<file path="src/rtl/booth_mul.sv">
// Sequential signed WIDTH x WIDTH -> 2*WIDTH radix-2 Booth multiplier, one recode step per clock.
// Define BOOTH_OVF_EN to register the signed-WIDTH overflow flag; otherwise ovf is tied low.
module booth_mul #(
  parameter int unsigned WIDTH = 32
) (
  input  logic               clk,
  input  logic               rst_n,
  input  logic               start,
  input  logic [WIDTH-1:0]   a,
  input  logic [WIDTH-1:0]   b,
  output logic               busy,
  output logic               done,
  output logic [2*WIDTH-1:0] p,
  output logic               ovf
);

  localparam int unsigned CntW = $clog2(WIDTH);

  typedef enum logic [1:0] {StIdle, StRun, StDone} state_e;

  state_e             state_q, state_d;
  logic [CntW-1:0]    cnt_q, cnt_d;
  logic [WIDTH:0]     m_q, m_d;
  logic [WIDTH:0]     nm_q, nm_d;
  logic [WIDTH:0]     acc_q, acc_d;
  logic [WIDTH-1:0]   q_q, q_d;
  logic               q1_q, q1_d;
  logic [2*WIDTH-1:0] p_q, p_d;
  logic               busy_q, busy_d;
  logic               done_q, done_d;

  logic [WIDTH:0]     a_ext;
  logic [WIDTH:0]     addend;
  logic [WIDTH:0]     sum;
  logic [WIDTH:0]     step_acc;
  logic [WIDTH-1:0]   step_q;
  logic               step_q1;
  logic               accept;

  // One Booth step on the current registers: add/sub, then arithmetic shift of {ACC, Q, Q_1}.
  always_comb begin
    a_ext = {a[WIDTH-1], a};
    case ({q_q[0], q1_q})
      2'b01:   addend = m_q;
      2'b10:   addend = nm_q;
      default: addend = '0;
    endcase
    sum      = acc_q + addend;
    step_acc = {sum[WIDTH], sum[WIDTH:1]};
    step_q   = {sum[0], q_q[WIDTH-1:1]};
    step_q1  = q_q[0];
  end

  // DONE also accepts a new request so back-to-back operations run every 33 cycles.
  assign accept = start && ((state_q == StIdle) || (state_q == StDone));

  always_comb begin
    state_d = state_q;
    cnt_d   = cnt_q;
    m_d     = m_q;
    nm_d    = nm_q;
    acc_d   = acc_q;
    q_d     = q_q;
    q1_d    = q1_q;
    p_d     = p_q;

    unique case (state_q)
      StIdle, StDone: begin
        state_d = StIdle;
        if (accept) begin
          state_d = StRun;
          m_d     = a_ext;
          nm_d    = ~a_ext + (WIDTH+1)'(1);
          acc_d   = '0;
          q_d     = b;
          q1_d    = 1'b0;
          cnt_d   = '0;
        end
      end
      StRun: begin
        acc_d = step_acc;
        q_d   = step_q;
        q1_d  = step_q1;
        cnt_d = cnt_q + CntW'(1);
        if (cnt_q == CntW'(WIDTH - 1)) begin
          state_d = StDone;
          p_d     = {step_acc[WIDTH-1:0], step_q};
        end
      end
      default: state_d = StIdle;
    endcase

    busy_d = (state_d != StIdle);
    done_d = (state_d == StDone);
  end

  always_ff @(posedge clk) begin
    if (!rst_n) begin
      state_q <= StIdle;
      cnt_q   <= '0;
      m_q     <= '0;
      nm_q    <= '0;
      acc_q   <= '0;
      q_q     <= '0;
      q1_q    <= 1'b0;
      p_q     <= '0;
      busy_q  <= 1'b0;
      done_q  <= 1'b0;
    end else begin
      state_q <= state_d;
      cnt_q   <= cnt_d;
      m_q     <= m_d;
      nm_q    <= nm_d;
      acc_q   <= acc_d;
      q_q     <= q_d;
      q1_q    <= q1_d;
      p_q     <= p_d;
      busy_q  <= busy_d;
      done_q  <= done_d;
    end
  end

  assign busy = busy_q;
  assign done = done_q;
  assign p    = p_q;

`ifdef BOOTH_OVF_EN
  logic ovf_q, ovf_d;
  logic [WIDTH:0] p_hi;

  // The product fits in signed WIDTH bits only if its upper WIDTH+1 bits are all equal.
  always_comb begin
    p_hi  = p_d[2*WIDTH-1:WIDTH-1];
    ovf_d = ovf_q;
    if ((state_q == StRun) && (state_d == StDone)) begin
      ovf_d = ~(&p_hi | ~(|p_hi));
    end
  end

  always_ff @(posedge clk) begin
    if (!rst_n) begin
      ovf_q <= 1'b0;
    end else begin
      ovf_q <= ovf_d;
    end
  end

  assign ovf = ovf_q;
`else
  assign ovf = 1'b0;
`endif

endmodule

</file>
<file path="config.mk">
export PLATFORM = sky130hd
export DESIGN_NAME = booth_mul
export DESIGN_NICKNAME = d
export VERILOG_FILES = /design/src/rtl/booth_mul.sv
export SDC_FILE = /design/constraint.sdc
export NUM_CORES = 1
export LEC_CHECK = 0
export CAP_MARGIN = 0
export CORE_UTILIZATION = 50
export DETAILED_ROUTE_END_ITERATION = 7
export PLACE_DENSITY = 0.77
export SLEW_MARGIN = 20
export SYNTH_ARGS = -nofsm -noshare
export SYNTH_HDL_FRONTEND = slang
export SYNTH_SLANG_ARGS = --single-unit
</file>
<file path="constraint.sdc">
create_clock -name clk -period 3.4 [get_ports clk]
set_input_delay 0.34 -clock clk [delete_from_list [all_inputs] [get_ports clk]]
set_output_delay 0.34 -clock clk [all_outputs]
set_load 0.05 [all_outputs]
</file>
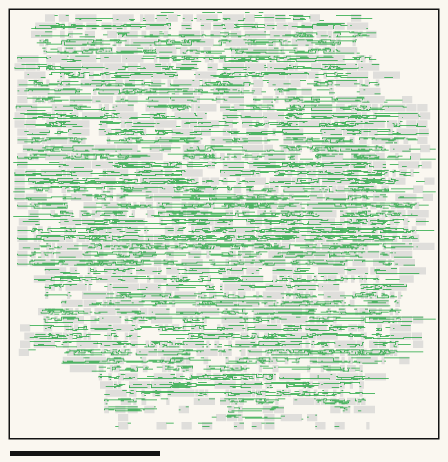
Fig. 1. The metal 1 layer.
The bar under the picture is 50 um long. Cells faint in the background.
The longest straight run is 45.1 um. The wires run mostly horizontal. The layer holds 43% of the routed length.
met1 usage in global routing: 0.333
WL final: 27400 um
total number of vias: 9692

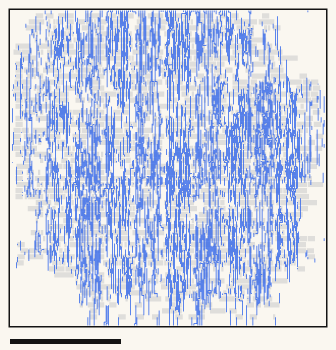
Fig. 2. Met2 routing.
The bar under the picture is 50 um long. Cells faint in the background.
The layer holds 49% of the routed length. The layer carries 13300 um of wire. The wires run mostly vertical. The longest straight run is 60.9 um. 1278 nets have wire on it.
met2 GRT Util: 0.449

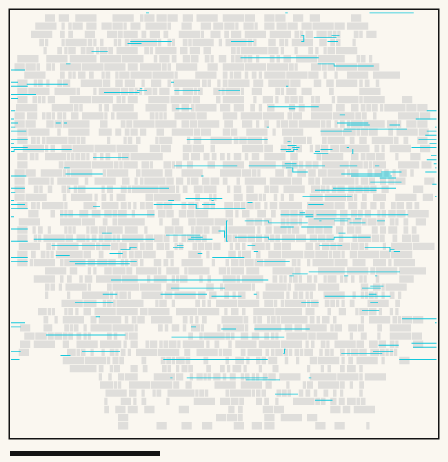
Fig. 3. M3 wires.
The bar under the picture is 50 um long. Cells faint in the background.
The layer holds 5.7% of the routed length. The wires run mostly horizontal. The longest straight run is 52.2 um.
global routing usage on met3: 0.0349

==> results.py <==
# Generated from Yosys and OpenROAD reports
metrics = {
    "grt": {
        "grt_max_degree": 75,
        "grt_pass1_wl_um": 43300,
        "grt-ovfl-total": 0,
        "antenna_found_initial": 0,
        "track_usage": 0.260,
    },
    "min_path": {
        "min_to": "nm_q[22]",
        "hold_class": "reg -> reg",
    },
    "timing": {
        "whs_ns": 0.450,
        "hold_viol_final": 0,
        "fin_tns_setup_ns": 0,
        "post-route-period-util": 0.993,
        "maxSlewHeadroom": 0.332,
        "rsz0062_at_grt": "yes",
        "period_needed_ns": 3.38,
        "slew_violations": 0,
    },
    "routing": {
        "firstDrtPassIters": 5,
        "ant_nets": 0,
        "drc": 0,
    },
    "setup_path": {
        "critPathSlowestCell": "or4_4",
        "crit_type": "reg -> reg",
        "max_stage_delay_ns": 0.55,
        "cp_data_arrival_time_ns": 3.82,
        "start_kind": "flop",
        "r2r_start": "q1_q",
        "startpoint": "q1_q",
        "critPathMaxFanout": 15,
        "crit_buf_inv": 3,
        "cp-endpoint": "p[62]",
        "crit_top_cell": "buf_4",
        "critical_path_cell_count": 15,
        "end_kind": "flop",
        "crit_required_ns": 3.84,
        "crit_family": "simple AND/OR/NAND/NOR gates",
    },
    "synth": {
        "yosys-stat-area_um2": 9910,
        "syn_inst": 1284,
        "ys_seq_frac": 0.408,
        "synthesis.nets": 1389,
        "ys_ff": 202,
        "async_flop_share": 0,
        "ys_types": 57,
        "edf_count": 0,
        "ys_warn_count": 0,
        "avgSynthCellArea_um2": 7.71,
        "ys_cells": 1284,
    },
    "final_layout": {
        "flop-count": 202,
        "drive_gt1_frac": 0.0903,
        "seq_share": 0.319,
        "nNonClkBuffers": 189,
        "flop_area_um2": 4050,
        "clkbuf_count": 34,
        "logic_gates": 974,
        "layout_top_cells": "nand2_1 (282), dfxtp_1 (200), a21oi_1 (181)",
        "buf_share": 0.147,
        "area_growth_pct": 28.2,
        "fillers": 1679,
        "nets": 1509,
        "logic_area_um2": 5670,
        "lay_top_count": "nand2_1",
        "dominant_cells": "multi-input combinational cells",
        "inv_count": 15,
        "clk_share": 0.0569,
    },
    "power": {
        "power.internal_mw": 4.11,
        "p_sw_frac": 0.235,
        "power.density_nw_per_um2": 423,
        "p_sw_mw": 1.26,
        "power.leakage_nw": 4.70,
    },
    "job": {
        "maxCapViolCount": 0,
        "tool_warnings": 28,
    },
    "outcome": {
        "status": "finished, final reports clean",
    },
    "die": {
        "die_w_um": 143,
        "die_y_um": 143,
        "num_tap_cells": 265,
        "rows": 51,
        "dieArea_um2": 20400,
        "fp_util": 0.509,
    },
    "cts": {
        "root_buffer": "clkbuf_16",
        "cts.repair.resized": 5,
        "clk_latency_ns": 0.51,
        "clock_path_buffers": 3,
        "post-cts-setup-buffer-count": 0,
        "clkSlewWorstSetupHoldPaths_ns": 0.06,
        "cts.sinks": 202,
        "ctsHoldBuffers": 0,
        "cts_buffers": 22,
    },
    "place": {
        "place_congestion": 0.930,
        "dp_hpwl_um": 18200,
        "placed_area_um2": 11700,
    },
}
-- logic make-up (layout without fill, tap and decap cells) --
logic type / after synthesis / in the layout / share of synthesized area
multiplexers: 2 / 2 / 0.00202
buffers and inverters: 108 / 241 / 0.0414
AND-OR/OR-AND: 376 / 376 / 0.230
other: 1 / 1 / 0.000379
AND/OR/NAND/NOR: 506 / 506 / 0.224
XOR/XNOR: 51 / 51 / 0.0451
flip-flops: 202 / 202 / 0.408
adder cells (fa/ha/maj): 38 / 38 / 0.0488
-- power by group through the flow --
stage / Clock (mW) / Combinational [mW] / Sequential [mW]
final: 2.41 / 0.469 / 2.50
after global routing: 2.53 / 0.513 / 2.51
after CTS: 2.43 / 0.452 / 2.50
after detailed placement: 0 / 0.450 / 2.55
after global placement: 0 / 0.443 / 2.54
after floorplan: 0 / 0.262 / 2.53
-- cell usage after synthesis (2+ instances only) --
| master | count | area, um^2 |
|---|---|---|
| a211o_1 | 2 | 17.5 |
| a211oi_1 | 9 | 67.6 |
| a21boi_0 | 5 | 37.5 |
| a21o_1 | 14 | 105 |
| a21oi_1 | 185 | 926 |
| a22o_1 | 4 | 35.0 |
| a22oi_1 | 75 | 563 |
| a311o_1 | 2 | 20.0 |
| a311oi_1 | 2 | 17.5 |
| a31oi_1 | 8 | 50.1 |
| a32oi_1 | 2 | 17.5 |
| a41oi_1 | 2 | 17.5 |
| and2_1 | 2 | 12.5 |
| and3_1 | 14 | 87.6 |
| and4_1 | 2 | 17.5 |
| buf_1 | 10 | 37.5 |
| clkbuf_1 | 81 | 304 |
| dfxtp_1 | 202 | 4040 |
| ha_1 | 37 | 463 |
| inv_1 | 15 | 56.3 |
| mux2i_1 | 2 | 20.0 |
| nand2_1 | 284 | 1070 |
| nand2b_1 | 8 | 50.1 |
| nand3_1 | 31 | 155 |
| nand3b_1 | 4 | 30.0 |
| nand4_1 | 14 | 87.6 |
| nand4b_1 | 2 | 17.5 |
| nor2_1 | 88 | 330 |
| nor2b_1 | 7 | 43.8 |
| nor3_1 | 14 | 70.1 |
| nor3b_1 | 3 | 22.5 |
| nor4_1 | 11 | 68.8 |
| o211ai_1 | 5 | 37.5 |
| o21a_1 | 10 | 75.1 |
| o21ai_0 | 40 | 200 |
| o21bai_1 | 2 | 15.0 |
| or2_2 | 4 | 25.0 |
| or3_1 | 6 | 37.5 |
| or4_1 | 9 | 67.6 |
| xnor2_1 | 27 | 236 |
| xor2_1 | 24 | 210 |
-- registers in the layout, indices dropped and copies added (netlist names) --
register	flops
busy	1
state_q	2
p	64
q1_q	1
m_q	32
done	1
q_q	32
nm_q	32
acc_q	32
cnt_q	5
-- per-layer routing --
| layer | vias up | global-route usage | wire [um] |
|---|---|---|---|
| met5 | - | 0 | 0 |
| met4 | 0 | 0.0877 | 788 |
| met1 | 4579 | 0.333 | 11700 |
| li1 | 4739 | - | - |
| met2 | 323 | 0.449 | 13300 |
| met3 | 51 | 0.0349 | 1570 |
-- metrics by stage --
step,utilization,std cells,setup WS (ns)
floorplan,-,1284,0.150
global placement,0.599,1634,0.0227
detailed placement,0.599,1634,-0.111
CTS,0.637,1671,0.0233
global route,0.652,1682,-0.0918
finish,0.652,1682,0.0239
Power figures rest on the tool's default switching activity, not on a simulated workload.
